File: src/rtl/mem_writer.sv
// mem_writer: write-side bus master.
// Accepts one write command from the execute stage (STORE, PUSH8, PUSH16),
// drives the memory write cycles on the shared bus, then reports the new
// stack pointer together with a single-cycle done pulse. All outputs are
// registered; address/data are held at zero whenever no write is strobed.

module mem_writer #(
  parameter int unsigned REG_WIDTH  = 8,
  parameter int unsigned ADDR_WIDTH = 16,
  parameter logic [ADDR_WIDTH-REG_WIDTH-1:0] STACK_PAGE = 8'h01
) (
  input  logic                   clk,
  input  logic                   reset_n,
  input  logic                   req,
  input  logic [1:0]             cmd,
  input  logic [ADDR_WIDTH-1:0]  addr_in,
  input  logic [2*REG_WIDTH-1:0] data_in,
  input  logic [REG_WIDTH-1:0]   sp_in,
  output logic                   busy,
  output logic                   done,
  output logic                   err,
  output logic [ADDR_WIDTH-1:0]  mem_addr,
  output logic [REG_WIDTH-1:0]   mem_data_out,
  output logic                   mem_we,
  output logic [REG_WIDTH-1:0]   sp_out,
  output logic                   sp_we
);

  typedef enum logic [1:0] {
    IDLE = 2'd0,
    WR0  = 2'd1,
    WR1  = 2'd2,
    FIN  = 2'd3
  } state_t;

  typedef enum logic [1:0] {
    CMD_STORE  = 2'b00,
    CMD_PUSH8  = 2'b01,
    CMD_PUSH16 = 2'b10,
    CMD_RSVD   = 2'b11
  } cmd_t;

  state_t                 state;
  cmd_t                   cmd_q;
  logic [ADDR_WIDTH-1:0]  addr_q;
  logic [2*REG_WIDTH-1:0] data_q;
  logic [REG_WIDTH-1:0]   sp_q;

  // Latched operand views and stack-pointer arithmetic. The subtraction is
  // kept at REG_WIDTH so it wraps inside the stack page.
  logic [REG_WIDTH-1:0]  data_lo;
  logic [REG_WIDTH-1:0]  data_hi;
  logic [REG_WIDTH-1:0]  sp_dec1;
  logic [REG_WIDTH-1:0]  sp_dec2;
  logic [ADDR_WIDTH-1:0] stack_addr0;
  logic [ADDR_WIDTH-1:0] stack_addr1;

  assign data_lo     = data_q[REG_WIDTH-1:0];
  assign data_hi     = data_q[2*REG_WIDTH-1:REG_WIDTH];
  assign sp_dec1     = sp_q - REG_WIDTH'(1);
  assign sp_dec2     = sp_q - REG_WIDTH'(2);
  assign stack_addr0 = {STACK_PAGE, sp_q};
  assign stack_addr1 = {STACK_PAGE, sp_dec1};

  // Command sequencer: accepts a request in IDLE, issues one write per byte,
  // then signals completion and the stack pointer update in FIN.
  // NOTE: every register in this block is assigned with <= so all of them
  // see the pre-edge values of each other; a blocking = here would let a
  // later statement observe a value updated earlier in the same edge.
  always_ff @(posedge clk) begin
    if (!reset_n) begin
      // NOTE: the latched operands are cleared as well as the control state,
      // so a reset mid-command leaves nothing that could leak into a later
      // command; this is a handful of flops, not a memory array.
      state        <= IDLE;
      cmd_q        <= CMD_STORE;
      addr_q       <= '0;
      data_q       <= '0;
      sp_q         <= '0;
      busy         <= 1'b0;
      done         <= 1'b0;
      err          <= 1'b0;
      mem_addr     <= '0;
      mem_data_out <= '0;
      mem_we       <= 1'b0;
      sp_out       <= '0;
      sp_we        <= 1'b0;
    end else begin
      // Strobes and the bus default to idle each cycle; a state re-asserts
      // only what it drives, so address/data are zero whenever mem_we is low.
      done         <= 1'b0;
      err          <= 1'b0;
      mem_addr     <= '0;
      mem_data_out <= '0;
      mem_we       <= 1'b0;
      sp_out       <= '0;
      sp_we        <= 1'b0;

      case (state)
        IDLE: begin
          busy <= req;
          if (req) begin
            cmd_q  <= cmd_t'(cmd);
            addr_q <= addr_in;
            data_q <= data_in;
            sp_q   <= sp_in;
            // A reserved command skips the write phase entirely.
            state  <= (cmd_t'(cmd) == CMD_RSVD) ? FIN : WR0;
          end
        end

        WR0: begin
          mem_we <= 1'b1;
          case (cmd_q)
            CMD_STORE: begin
              mem_addr     <= addr_q;
              mem_data_out <= data_lo;
              state        <= FIN;
            end
            CMD_PUSH8: begin
              mem_addr     <= stack_addr0;
              mem_data_out <= data_lo;
              state        <= FIN;
            end
            CMD_PUSH16: begin
              // High byte goes to the current top of stack first.
              mem_addr     <= stack_addr0;
              mem_data_out <= data_hi;
              state        <= WR1;
            end
            default: begin
              // Unreachable: reserved commands never enter WR0.
              mem_we <= 1'b0;
              state  <= FIN;
            end
          endcase
        end

        WR1: begin
          // Second byte of PUSH16 one slot below, wrapping within the page.
          mem_we       <= 1'b1;
          mem_addr     <= stack_addr1;
          mem_data_out <= data_lo;
          state        <= FIN;
        end

        FIN: begin
          done  <= 1'b1;
          busy  <= 1'b1;
          err   <= (cmd_q == CMD_RSVD);
          state <= IDLE;
          case (cmd_q)
            CMD_PUSH8: begin
              sp_we  <= 1'b1;
              sp_out <= sp_dec1;
            end
            CMD_PUSH16: begin
              sp_we  <= 1'b1;
              sp_out <= sp_dec2;
            end
            default: begin
              sp_we  <= 1'b0;
              sp_out <= '0;
            end
          endcase
        end

        default: begin
          state <= IDLE;
          busy  <= 1'b0;
        end
      endcase
    end
  end

endmodule
File: config.mk
export PLATFORM = sky130hd
export DESIGN_NAME = mem_writer
export DESIGN_NICKNAME = d
export VERILOG_FILES = /design/src/rtl/mem_writer.sv
export SDC_FILE = /design/constraint.sdc
export NUM_CORES = 1
export LEC_CHECK = 0
export CORE_ASPECT_RATIO = 2
export CORE_UTILIZATION = 53
export DETAILED_ROUTE_END_ITERATION = 8
export PLACE_DENSITY = 0.93
export SYNTH_ARGS = -nofsm -noshare
export SYNTH_HDL_FRONTEND = slang
export SYNTH_SLANG_ARGS = --single-unit
export TNS_END_PERCENT = 30
File: constraint.sdc
create_clock -name clk -period 4.25 [get_ports clk]
set_input_delay 0.85 -clock clk [delete_from_list [all_inputs] [get_ports clk]]
set_output_delay 0.85 -clock clk [all_outputs]
set_load 0.02 [all_outputs]
==> results.toml, run 1 <==
# implementation run metrics
[sta]
slew_headroom_pct = 23.59
fmax_mhz = 383.0
worst_case_clock_skew_ns = 0.008329
fin_setup_tns_ns = 0

[route]
routed_wl_mm = 7.868
postRouteAntennaNets = 0
routed_via_density = 5.284
firstDrtPassIters = 5
dr.first_iter.drc_count = 98

[floorplan]
dieHeight_um = 114.7

[final_layout]
regArea_sq_um = 1622
layout.cells.largest_class = "sequential cells"
final_common_cell = "nand2_1"
clk_share_pct = 6.351
antennaDiodeCount = 0

[logic_synthesis]
post_synthesis_instance_area_sq_um = 3368
post_synth.cell_area_avg_sq_um = 8.887
number_of_standard_cells_reported_by_yosys = 379
synthDominantCellAreaShare_pct = 48.14
flop_cell = "dfxtp_1"
synth_seq_share_pct = 48.14
ys_sh_mux_pct = 0.2972
yosys-top-cells-area = "dfxtp_1, nand2_1, a21boi_1"
synth.distinct_cells = 50
asyncSetResetFlopFracSynth_pct = 0
yosys_area_sq_um = 3368
synth.logic.top_family = "simple AND/OR/NAND/NOR gates"

[global_route]
gr-usage-met2_pct = 44.52
gr-usage-met3_pct = 7.649
track_usage_pct = 25.69
grt_overflow_total = 0
grt_pass1_vias = 2812
groute.layer.met1.usage_pct = 25.90

[power_and_ir_drop]
power.density_nw_per_um2 = 548.0
cell_int_power_mw = 1.608
p_leak_nw = 1.717
clock_net_power_uw = 720
sequentialPower_uw = 947

[setup_path]
slowest_stage = "and2_1"
cp_data_arrival_time_ns = 2.87
critical-path-top-delay-family = "simple AND/OR/NAND/NOR gates"
cp_max_fo = 31
crit_end_element = "flip-flop"
max_stage_delay_ns = 0.91
cp_data_required_time_ns = 4.51

[clocking]
hold_buffers = 0
ctsRootBufferMaster = "clkbuf_16"
post-cts-setup-buffers = 0

[placement]
routabilityCongestion = 0.8215

[outcome]
status = "complete, no violations"
## run 1: path summary, 6_finish.rpt
check	cells after the start	slack, ns	startpoint	to
setup / recovery	5	1.64	req	data_q[8]
hold / removal	2	0.45	addr_q[11]	addr_q[11]
setup reg to reg	6	1.98	state[0]	data_q[8]
hold reg to reg	2	0.45	addr_q[11]	addr_q[11]
## run 1: through the flow
stage	instance area, sq um	power [mW]	hold WS [ns]	setup slack, ns	utilization [%]
finish	4472	2.450	0.4477	1.639	73.84
global route	4472	2.577	0.4631	1.545	73.84
floorplan	3368	1.502	0.4296	2.721	-
CTS	4472	2.447	0.4482	1.680	73.84
global placement	4188	1.696	0.4340	1.472	69.15
detailed placement	4188	1.730	0.4409	1.370	69.15
Fig. 1: run 1, signal wires on met1
The bar under the picture is 20 um long. Supply wires on this layer in gray.
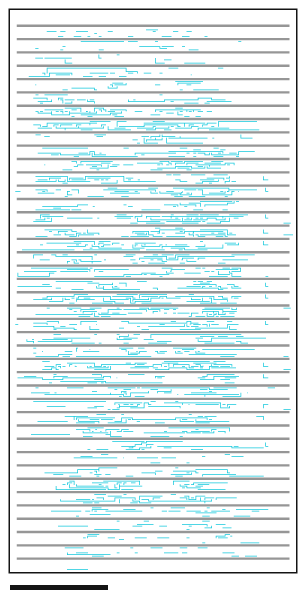
The layer holds 36% of the routed length. 457 nets have wire on it. The longest straight run is 18.4 um. The wires run mostly horizontal.

Fig. 2: run 1, the metal 2 layer
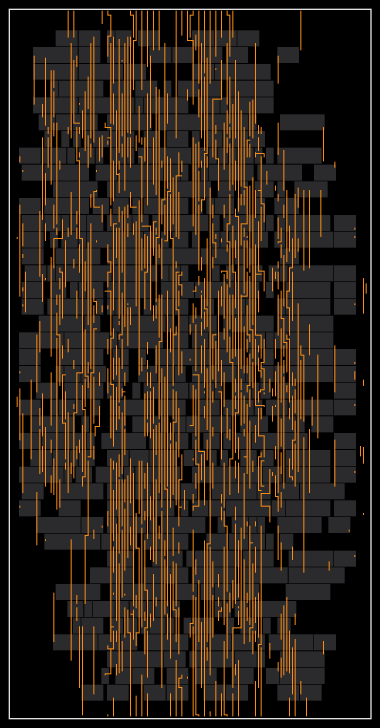
The wires run mostly vertical. 416 nets have wire on it. The longest straight run is 57.6 um. The layer holds 56% of the routed length. The layer carries 4380 um of wire.

Fig. 3: run 1, signal wires on met3
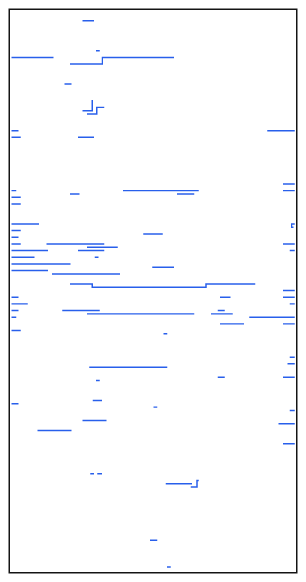
The layer holds 4.1% of the routed length. The longest straight run is 23.2 um. 60 nets have wire on it.

Fig. 4: run 1, track usage over the die
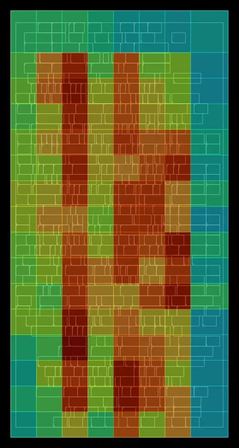

==> inputs of run 2 (changes only) <==
--- a/config.mk
+++ b/config.mk
@@ -6,9 +6,9 @@
 export NUM_CORES = 1
 export LEC_CHECK = 0
 export CORE_ASPECT_RATIO = 2
-export CORE_UTILIZATION = 53
+export CORE_UTILIZATION = 44
 export DETAILED_ROUTE_END_ITERATION = 8
-export PLACE_DENSITY = 0.93
+export PLACE_DENSITY = 0.83
 export SYNTH_ARGS = -nofsm -noshare
 export SYNTH_HDL_FRONTEND = slang
 export SYNTH_SLANG_ARGS = --single-unit
==> constraint.sdc (replaced) <==
create_clock -name clk -period 2.38 [get_ports clk]
set_input_delay 0.476 -clock clk [delete_from_list [all_inputs] [get_ports clk]]
set_output_delay 0.476 -clock clk [all_outputs]
set_load 0.02 [all_outputs]
Fig. 5: run 2, track usage over the die
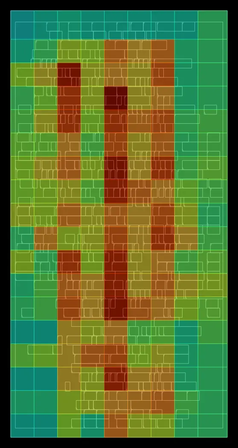
Total Routing Usage GR: 21.16%
met1 Track Usage GR: 21.81%
Global Route met3 Usage: 5.254%
post-DR wirelength/cell: 14.54 um

==> results.toml, run 2 <==
# implementation run metrics
[sta]
slew_headroom_pct = 66.08
fin_setup_tns_ns = 0
fmax_mhz = 556.1

[outcome]
status = "complete, no violations"

[logic_synthesis]
asyncSetResetFlopFracSynth_pct = 0
synth_seq_share_pct = 48.14
synth.logic.top_family = "simple AND/OR/NAND/NOR gates"
synthDominantCellAreaShare_pct = 48.14
synth.distinct_cells = 50
yosys_area_sq_um = 3368
ys_sh_mux_pct = 0.2972

[route]
firstDrtPassIters = 4
routed_via_density = 5.212

[setup_path]
critical-path-top-delay-family = "adder cells"
cp_data_arrival_time_ns = 1.99
slowest_stage = "ha_1"
reg2reg_from = "state[0]"
cp_data_required_time_ns = 2.57
crit_end_element = "flip-flop"

[power_and_ir_drop]
post-layout-total-power_mw = 4.931
power.density_nw_per_um2 = 1068
cell_int_power_mw = 3.406
clock_net_power_mw = 1.80

[placement]
postPlaceCellArea_sq_um = 4223

[final_layout]
final_common_cell = "nand2_1"
final_cell_area_sq_um = 4616

[hold_path]
timing.hold.worst.start = "addr_q[11]"

[clocking]
hold_buffers = 0
post-cts-setup-buffers = 0

[global_route]
grt_pass1_vias = 2781
Fig. 6: run 2, the metal 2 layer
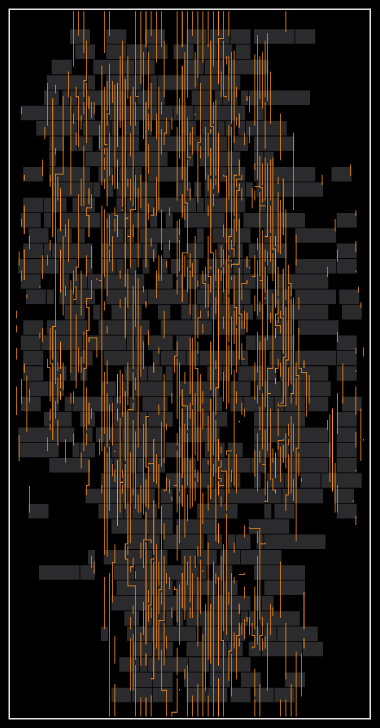
global routing usage on met2: 38.24%
overall routed net length: 8.009 mm
total via count after detailed routing: 2872

-- run 2: cell types whose count changed in the layout (fill, tap and decap cells not counted), sizes merged --
| cell | change |
|---|---|
| bufinv | +5 |
| clkbuf | -1 |
| clkinv | -1 |
| clkinvlp | -3 |
-- run 2: final cells by class --
class	count	area, sq um	area share, %
Timing Repair Buffer	85	865.8	18.76
Clock buffer	11	242.7	5.259
Multi-Input combinational cell	267	1583	34.29
Clock inverter	5	150.1	3.253
Sequential cell	81	1622	35.13
Inverter	10	37.54	0.8132
Tap cell	92	115.1	2.494
-- run 2: final timing paths --
kind,slack (ns),end,cells past startpoint
setup / recovery,0.58,mem_addr[4],7
hold / removal,0.45,addr_q[11],2
setup reg to reg,0.58,mem_addr[4],7
hold reg to reg,0.45,addr_q[11],2
Power and IR drop assume default switching activity.
